File: src/rtl/mem_arb_pkg.sv
// Shared types and defaults for the unified-memory port arbiter.
`timescale 1ns/1ps
package mem_arb_pkg;

    localparam int DEF_ADDR_W     = 16;
    localparam int DEF_DATA_W     = 32;
    localparam int DEF_STARVE_MAX = 4;

    localparam logic [1:0] WORD_ALIGN_MASK = 2'b11;

    typedef enum logic {
        PRIO_D = 1'b0,
        PRIO_I = 1'b1
    } prio_state_t;

endpackage

File: src/rtl/mem_arb_starve_ctr.sv
// Saturating conflict-streak counter and the priority state it drives.
// force_i is high for one conflict after STARVE_MAX consecutive data wins.
`timescale 1ns/1ps
module mem_arb_starve_ctr
    import mem_arb_pkg::*;
#(
    parameter int STARVE_MAX = DEF_STARVE_MAX
) (
    input  logic clk,
    input  logic rst,
    input  logic conflict,
    input  logic i_gnt,
    input  logic i_req,
    output logic force_i
);

    localparam logic [3:0] MAX = 4'(STARVE_MAX);

    prio_state_t state;
    logic [3:0]  streak;

    always_ff @(posedge clk or posedge rst) begin
        if (rst) begin
            state  <= PRIO_D;
            streak <= 4'd0;
        end else if (!i_req || i_gnt) begin
            state  <= PRIO_D;
            streak <= 4'd0;
        end else if (conflict && state == PRIO_D) begin
            if (streak != MAX) begin
                streak <= streak + 4'd1;
            end
            // This conflict is the last one D may win before I is forced through.
            if (streak >= MAX - 4'd1) begin
                state <= PRIO_I;
            end
        end
    end

    assign force_i = (state == PRIO_I);

endmodule

File: src/rtl/mem_port_arbiter.sv
// Single-port memory arbiter between instruction fetch (I) and data (D).
// Handshake: a requester holds req/addr until gnt; gnt is a same-cycle accept and the response follows one cycle later.
`timescale 1ns/1ps
module mem_port_arbiter
    import mem_arb_pkg::*;
#(
    parameter int ADDR_W     = DEF_ADDR_W,
    parameter int DATA_W     = DEF_DATA_W,
    parameter int STARVE_MAX = DEF_STARVE_MAX
) (
    input  logic              clk,
    input  logic              rst,
    input  logic              i_req,
    input  logic [ADDR_W-1:0] i_addr,
    output logic              i_gnt,
    output logic              i_rvalid,
    output logic [DATA_W-1:0] i_rdata,
    input  logic              d_req,
    input  logic              d_we,
    input  logic [ADDR_W-1:0] d_addr,
    input  logic [DATA_W-1:0] d_wdata,
    output logic              d_gnt,
    output logic              d_rvalid,
    output logic [DATA_W-1:0] d_rdata,
    output logic              d_err,
    output logic [ADDR_W-1:0] mem_a,
    output logic              mem_we,
    output logic [DATA_W-1:0] mem_wd,
    input  logic [DATA_W-1:0] mem_out
);

    logic conflict;
    logic force_i;
    logic d_misalign;

    assign conflict   = i_req & d_req;
    assign d_misalign = (d_addr[1:0] & WORD_ALIGN_MASK) != 2'b00;

    // D wins every conflict except when the starvation bound forces I through.
    assign d_gnt = ~rst & d_req & ~(i_req & force_i);
    assign i_gnt = ~rst & i_req & ~(d_req & ~force_i);

    assign mem_a  = d_gnt ? d_addr : i_addr;
    assign mem_wd = d_gnt ? d_wdata : '0;
    assign mem_we = d_gnt & d_we & ~d_misalign;

    mem_arb_starve_ctr #(
        .STARVE_MAX(STARVE_MAX)
    ) u_starve (
        .clk     (clk),
        .rst     (rst),
        .conflict(conflict),
        .i_gnt   (i_gnt),
        .i_req   (i_req),
        .force_i (force_i)
    );

    always_ff @(posedge clk or posedge rst) begin
        if (rst) begin
            i_rvalid <= 1'b0;
            i_rdata  <= '0;
            d_rvalid <= 1'b0;
            d_rdata  <= '0;
            d_err    <= 1'b0;
        end else begin
            i_rvalid <= i_gnt;
            d_rvalid <= d_gnt;
            d_err    <= d_gnt & d_misalign;
            if (i_gnt) begin
                i_rdata <= mem_out;
            end
            // Writes and faulting accesses return zero rather than stale memory contents.
            if (d_gnt) begin
                d_rdata <= (d_we || d_misalign) ? '0 : mem_out;
            end
        end
    end

endmodule

File: config.mk
export PLATFORM = sky130hd
export DESIGN_NAME = mem_port_arbiter
export DESIGN_NICKNAME = d
export VERILOG_FILES = /design/src/rtl/mem_arb_pkg.sv /design/src/rtl/mem_arb_starve_ctr.sv /design/src/rtl/mem_port_arbiter.sv
export SDC_FILE = /design/constraint.sdc
export NUM_CORES = 1
export LEC_CHECK = 0
export CAP_MARGIN = 20
export CORE_MARGIN = 3
export CORE_UTILIZATION = 30
export DETAILED_ROUTE_END_ITERATION = 6
export PLACE_DENSITY = 0.68
export SETUP_SLACK_MARGIN = 0.2
export SYNTH_ARGS = -nofsm -noshare
export SYNTH_HDL_FRONTEND = slang
export SYNTH_HIERARCHICAL = 1
export SYNTH_SLANG_ARGS = --single-unit
File: constraint.sdc
create_clock -name clk -period 8.2 [get_ports clk]
set_input_delay 0.82 -clock clk [delete_from_list [all_inputs] [get_ports clk]]
set_output_delay 0.82 -clock clk [all_outputs]
set_load 0.005 [all_outputs]
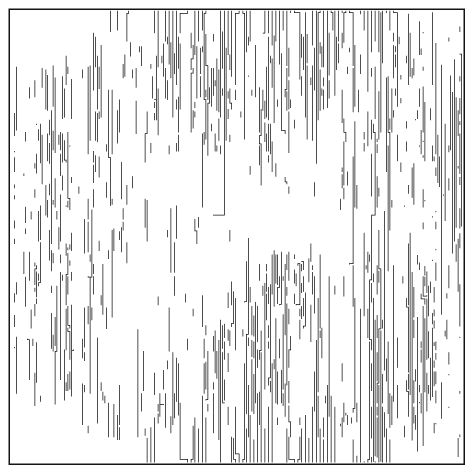
run_1/layer_met2.png
Scale: 4 px per micron.
longest straight run	62.4 microns
wire length on this layer	6070 microns
main direction	vertical
met2 usage: 0.326
total via count after detailed routing: 3016

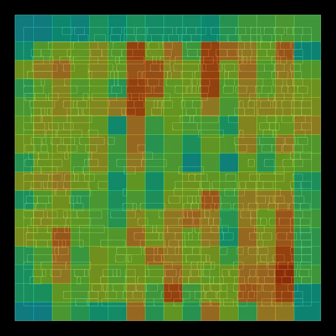
run_1/congestion.png
utilization of the core after routing: 0.547
routed length per instance: 17.5 microns
Global Route met3 Usage: 0.0578
aggregate global-route resource usage: 0.182

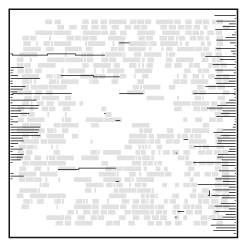
run_1/layer_met3.png
Scale: 2 px per micron. Cells faint in the background.
main direction	horizontal
longest straight run	29.2 microns
nets with wire on the layer	125
total length of routed wires: 11600 microns

==> impl_summary.log, run 1 <==
[flow] final metrics
[metrics] number of instances resized during post-cts repair: 0
[metrics] endpoints failing hold: 0
[metrics] non-clock buffer area fraction after layout: 0.368
[metrics] worst flop-to-flop path startpoint: u_starve/force_i
[metrics] CP Cell Sequence: clkdlybuf4s50_1 > a211oi_4 > buf_4 > mux2_2 > clkdlybuf4s50_1
[metrics] tool warning count: 27
[metrics] most frequent cells after synthesis: dfrtp_1, mux2_2, inv_1
[metrics] setup slack on the worst flop-to-flop path: roughly 6.5 ns
[metrics] I/O pin count: 219
[metrics] layout clock buffer count: 13
[metrics] multi-input combinational cell count: 176
[metrics] fraction of final layout cells sized beyond drive strength 1: 0.131
[metrics] run status: finished clean
[metrics] slew at the pin with the worst max-slew slack: 0.885 ns
[metrics] worst vdd ir: around 0.000098 V
[metrics] worst hold path class: reg2reg
[metrics] number of design rule violations left after detail routing: 0
[metrics] post-synthesis cell type with the largest instance count: dfrtp_1
[metrics] share of cell area taken by muxes after synthesis: 0.249
[metrics] launch point of the critical path: i_req
[metrics] type of destination of the critical path: output port
[metrics] CP max stage delay: 0.58 ns
[metrics] sequential area share after synthesis: 0.521
[metrics] total gr overflow: 0
[metrics] total power draw: 1.02 mW
[metrics] area added between synthesis and finish: 74.6%
[metrics] maximum number of pins on one net before global-route repair: 68
[metrics] non-clock buffer instance count of the final layout: 223
[metrics] gp weighted congestion: 0.809
[metrics] FF+latch count, synth: ~70
[metrics] leading cell types by total area after synthesis: dfrtp_1, mux2_2, mux2i_1, and2_1, inv_1
[metrics] endpoint of the most critical setup path: mem_a[6]
[metrics] clock sinks: around 70
[metrics] power density over cell area: 169 nW/um^2
[metrics] ANT cells: 0
[metrics] largest registers ranked by flip-flop count: d_rdata x32, i_rdata x32, u_starve/streak x4
[metrics] main logic family after synthesis: multiplexers
[metrics] total CTS buffers: 9
[metrics] Core ar.: 11000 sq um
[metrics] Clock Network Area Fraction: 0.0444
[metrics] worst hold path endpoint: i_rdata[3]
[metrics] adder and majority gate portion of the synthesized area: 0.00724
[metrics] number of violations reported at the end of detailed-routing iteration 0: around 78
[metrics] via/cell ratio: between 4 and 5
[metrics] Unique masters post-synth: 29
[metrics] remaining antenna violation count after routing: 0
[metrics] final total negative setup slack: 0 ns
[metrics] count of flip-flops and latches: 72
[metrics] clock tree buffer depth: 2
[metrics] post-detailed-placement half-perimeter wirelength: a little under 9000 microns
[metrics] # Cells Yosys: 301
[metrics] Worst Hold Depth: 1
[metrics] number of tap instances: 140
[metrics] TritonCTS clock tree: yes
[metrics] area reported by Yosys stat: 3460 sq um
[metrics] post-synth tally of flip-flops with integrated enable: 0
[metrics] Largest delay share family, worst path: buffers and inverters
[metrics] reg2reg end: d_rdata[22]
[metrics] master of the slowest instance on the critical path: buf_4
[metrics] commonest non-fill, non-tap cell in the layout: clkdlybuf4s50_1
[metrics] area share, top type: 0.521
[metrics] depth of the most critical reg-to-reg path: 3
[metrics] final period demand of the worst path: 3.94 ns
[metrics] Relative slew margins: 0.410
[metrics] y dimension of the die: roughly 110 microns
[metrics] standard-cell row count: 38
[metrics] sequential share of cell area: 0.298
[metrics] critical setup path kind: in2out
[metrics] CP Buf/Inv Count: 3
[metrics] CTS Root Buffer Type: clkbuf_16
[run 1: per-layer routing]
layer  track usage  vias up  share of wire
met4        0.0545        0          0.014
li1              -     1420              -
met5             0        -              0
met2         0.326      133           0.52
met1         0.206     1451           0.38
met3        0.0578       12          0.079
[run 1: power breakdown]
group          internal, mW  leakage, nW  switching [mW]
Combinational         0.169         1.44          0.0778
Clock                 0.212        0.130           0.145
Sequential            0.395        0.926          0.0208
Total                 0.776         2.49           0.244
[run 1: metrics by stage]
step	cells	worst slack [ns]	cell area [sq um]	util	hold WS, ns
final	665	4.26	6040	0.547	0.502
after global routing	665	4.13	6040	0.547	0.522
after CTS	665	4.25	6040	0.547	0.507
after detailed placement	649	4.25	5770	0.523	0.494
after global placement	649	4.32	5770	0.523	0.489
after floorplan	301	4.36	3460	-	0.504
run_1/layer_met1.png
Scale: 3 px per micron. Cells faint in the background.
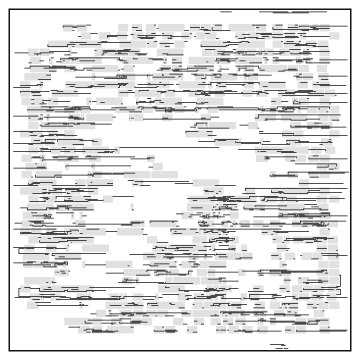

--- run 2 (diff from run 1) ---
PLACE_DENSITY = 0.71   (was 0.68)
clock period = 3.4 ns   (was 8.2 ns; I/O delays follow)
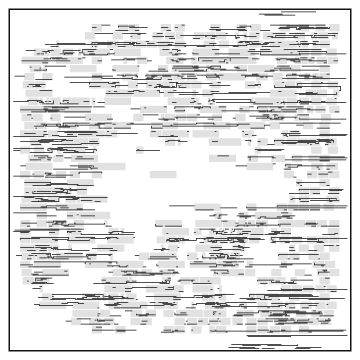
run_2/layer_met1.png
Scale: 3 px per micron. Cells faint in the background.
wire length on this layer	4510 microns
nets with wire on the layer	524
share of all routed wire	40%
longest straight run	37.7 microns
main direction	horizontal
total length of routed wires: 11300 microns
routing usage on met1: 0.208
total via count after detailed routing: 2996

==> impl_summary.log, run 2 <==
[flow] final metrics
[metrics] Relative slew margins: 0.427
[metrics] post-synthesis cell type with the largest instance count: dfrtp_1
[metrics] CP Cell Sequence: clkdlybuf4s50_1 > a211oi_4 > buf_12 > mux2_2 > clkdlybuf4s50_1
[metrics] remaining antenna violation count after routing: 0
[metrics] non-clock buffer area fraction after layout: 0.365
[metrics] area share, top type: 0.521
[metrics] total gr overflow: 0
[metrics] tool warning count: 27
[metrics] number of violations reported at the end of detailed-routing iteration 0: just under 100
[metrics] routed length on met1: 4510 microns
[metrics] type of destination of the critical path: output port
[metrics] largest registers ranked by flip-flop count: d_rdata x32, i_rdata x32, u_starve/streak x4
[metrics] number of tap instances: 140
[metrics] post-synth tally of flip-flops with integrated enable: 0
[metrics] share of cell area taken by muxes after synthesis: 0.249
[metrics] FF+latch count, synth: 72
[metrics] Clock Network Area Fraction: 0.0548
[metrics] CP max stage delay: 0.54 ns
[metrics] post-detailed-placement half-perimeter wirelength: between 8000 and 9000 microns
[metrics] standard-cell row count: 38
[metrics] adder and majority gate portion of the synthesized area: 0.00724
[metrics] via/cell ratio: 4.51
[metrics] utilization of the core after routing: 0.555
[metrics] Largest delay share family, worst path: buffers and inverters
[metrics] power density over cell area: 434 nW/um^2
[metrics] total power draw: 2.66 mW
[metrics] Met2 Wirelength: 5760 microns
[metrics] total CTS buffers: 9
[metrics] Unique masters post-synth: 29
[metrics] depth of the most critical reg-to-reg path: 5
[metrics] non-clock buffer instance count of the final layout: 223
[metrics] critical setup path kind: in2out
[metrics] worst vdd ir: 0.000265 V
[metrics] syn_area_per_cell: 11.5 sq um
[metrics] Post-Syn Area: 3460 sq um
[metrics] Cell Count, Final, Fillers Out: 664
[metrics] I/O pin count: approximately 220
[metrics] worst hold path class: in2async
[metrics] clock sinks: 72
[metrics] TritonCTS clock tree: yes
[metrics] layout clock buffer count: 10
[metrics] Highest Signal Layer: met4
[metrics] Placement Setup Slack: 0.681 ns
[metrics] leading cell types by total area after synthesis: dfrtp_1, mux2_2, mux2i_1, and2_1, inv_1
[metrics] fraction of final layout cells sized beyond drive strength 1: 0.134
[metrics] most heavily used metal layer in global routing: met2
[metrics] worst setup skew after layout: between 0.006 and 0.007 ns
[metrics] gp weighted congestion: 0.851
[metrics] most frequent cells after synthesis: dfrtp_1, mux2_2, inv_1
[metrics] final period demand of the worst path: 2.73 ns
[metrics] reg2reg end: u_starve/streak[3]
[metrics] run status: finished clean
[metrics] aggregate global-route resource usage: 0.174
[metrics] WHS: 0.362 ns
[metrics] maximum number of pins on one net before global-route repair: a little under 70
[metrics] area added between synthesis and finish: 76.9%
[metrics] CP Buf/Inv Count: 3
[metrics] slew at the pin with the worst max-slew slack: 0.860 ns
[metrics] sequential area share after synthesis: 0.521
[metrics] sequential share of cell area: 0.295
[metrics] CTS Root Buffer Type: clkbuf_16
[metrics] Synthesis Warnings: 6
[metrics] # Cells Yosys: 301
[metrics] # placed instances: between 600 and 700
[metrics] xor+xnor area frac: 0
[metrics] fraction of the core area occupied by cells at floorplan: 0.314
[metrics] Core ar.: around 11000 sq um
[metrics] commonest non-fill, non-tap cell in the layout: clkdlybuf4s50_1
[metrics] WL met3: approximately 960 microns
[metrics] worst path setup slack after routing: approximately 0.67 ns
[metrics] y dimension of the die: 113 microns
[metrics] routed length per instance: between 15 and 20 microns
[metrics] Global Route met3 Usage: 0.0610
[metrics] final total negative setup slack: 0 ns
[metrics] multi-input combinational cell count: 176
[metrics] via count of the first global-routing pass: 3172
[metrics] setup slack on the worst flop-to-flop path: 1.41 ns
[metrics] count of flip-flops and latches: 72
[metrics] endpoints failing hold: 0
[metrics] placed cell area: 5780 sq um
[metrics] fin area: 6120 sq um
[metrics] master of the slowest instance on the critical path: clkdlybuf4s50_1
[metrics] clock tree buffer depth: 2
[metrics] worst flop-to-flop path startpoint: u_starve/force_i
[metrics] main logic family after synthesis: multiplexers
[metrics] number of instances resized during post-cts repair: 0
[metrics] ANT cells: 0
[metrics] number of design rule violations left after detail routing: 0
[metrics] area reported by Yosys stat: approximately 3500 sq um
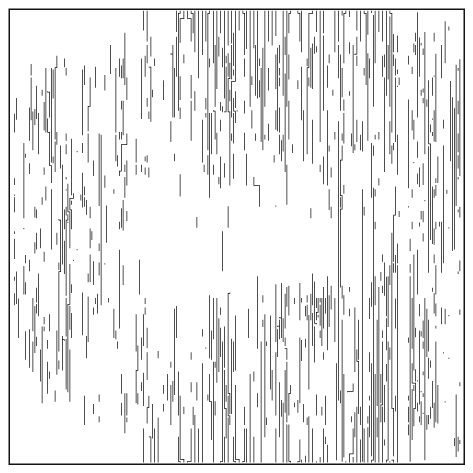
run_2/layer_met2.png
Scale: 4 px per micron.
longest straight run	69.7 microns
nets with wire on the layer	565
wire length on this layer	5760 microns
main direction	vertical
share of all routed wire	51%
met2 usage: 0.301

## run 2: cell counts after synthesis
Identical to the previous run, type by type.
## run 2: power breakdown
group | total, mW | switching (mW) | internal (mW) | leakage (nW)
registers | 0.999 | 0.0472 | 0.952 | 0.926
clock network | 1.06 | 0.345 | 0.714 | 0.159
logic | 0.599 | 0.191 | 0.408 | 1.44
total | 2.66 | 0.583 | 2.07 | 2.52
## run 2: how the worst max path moves through the flow
stage | startpoint | endpoint | slack, ns | depth (start not counted)
floorplan | rst | u_starve/streak[3] | 0.48 | 7
global placement | i_req | mem_a[1] | 0.72 | 5
detailed placement | i_req | mem_a[1] | 0.68 | 5
CTS | i_req | mem_a[1] | 0.67 | 5
global route | i_req | mem_a[1] | 0.57 | 5
finish | i_req | mem_a[1] | 0.67 | 5
No activity file was given, so power comes from the tool's default toggle rates.
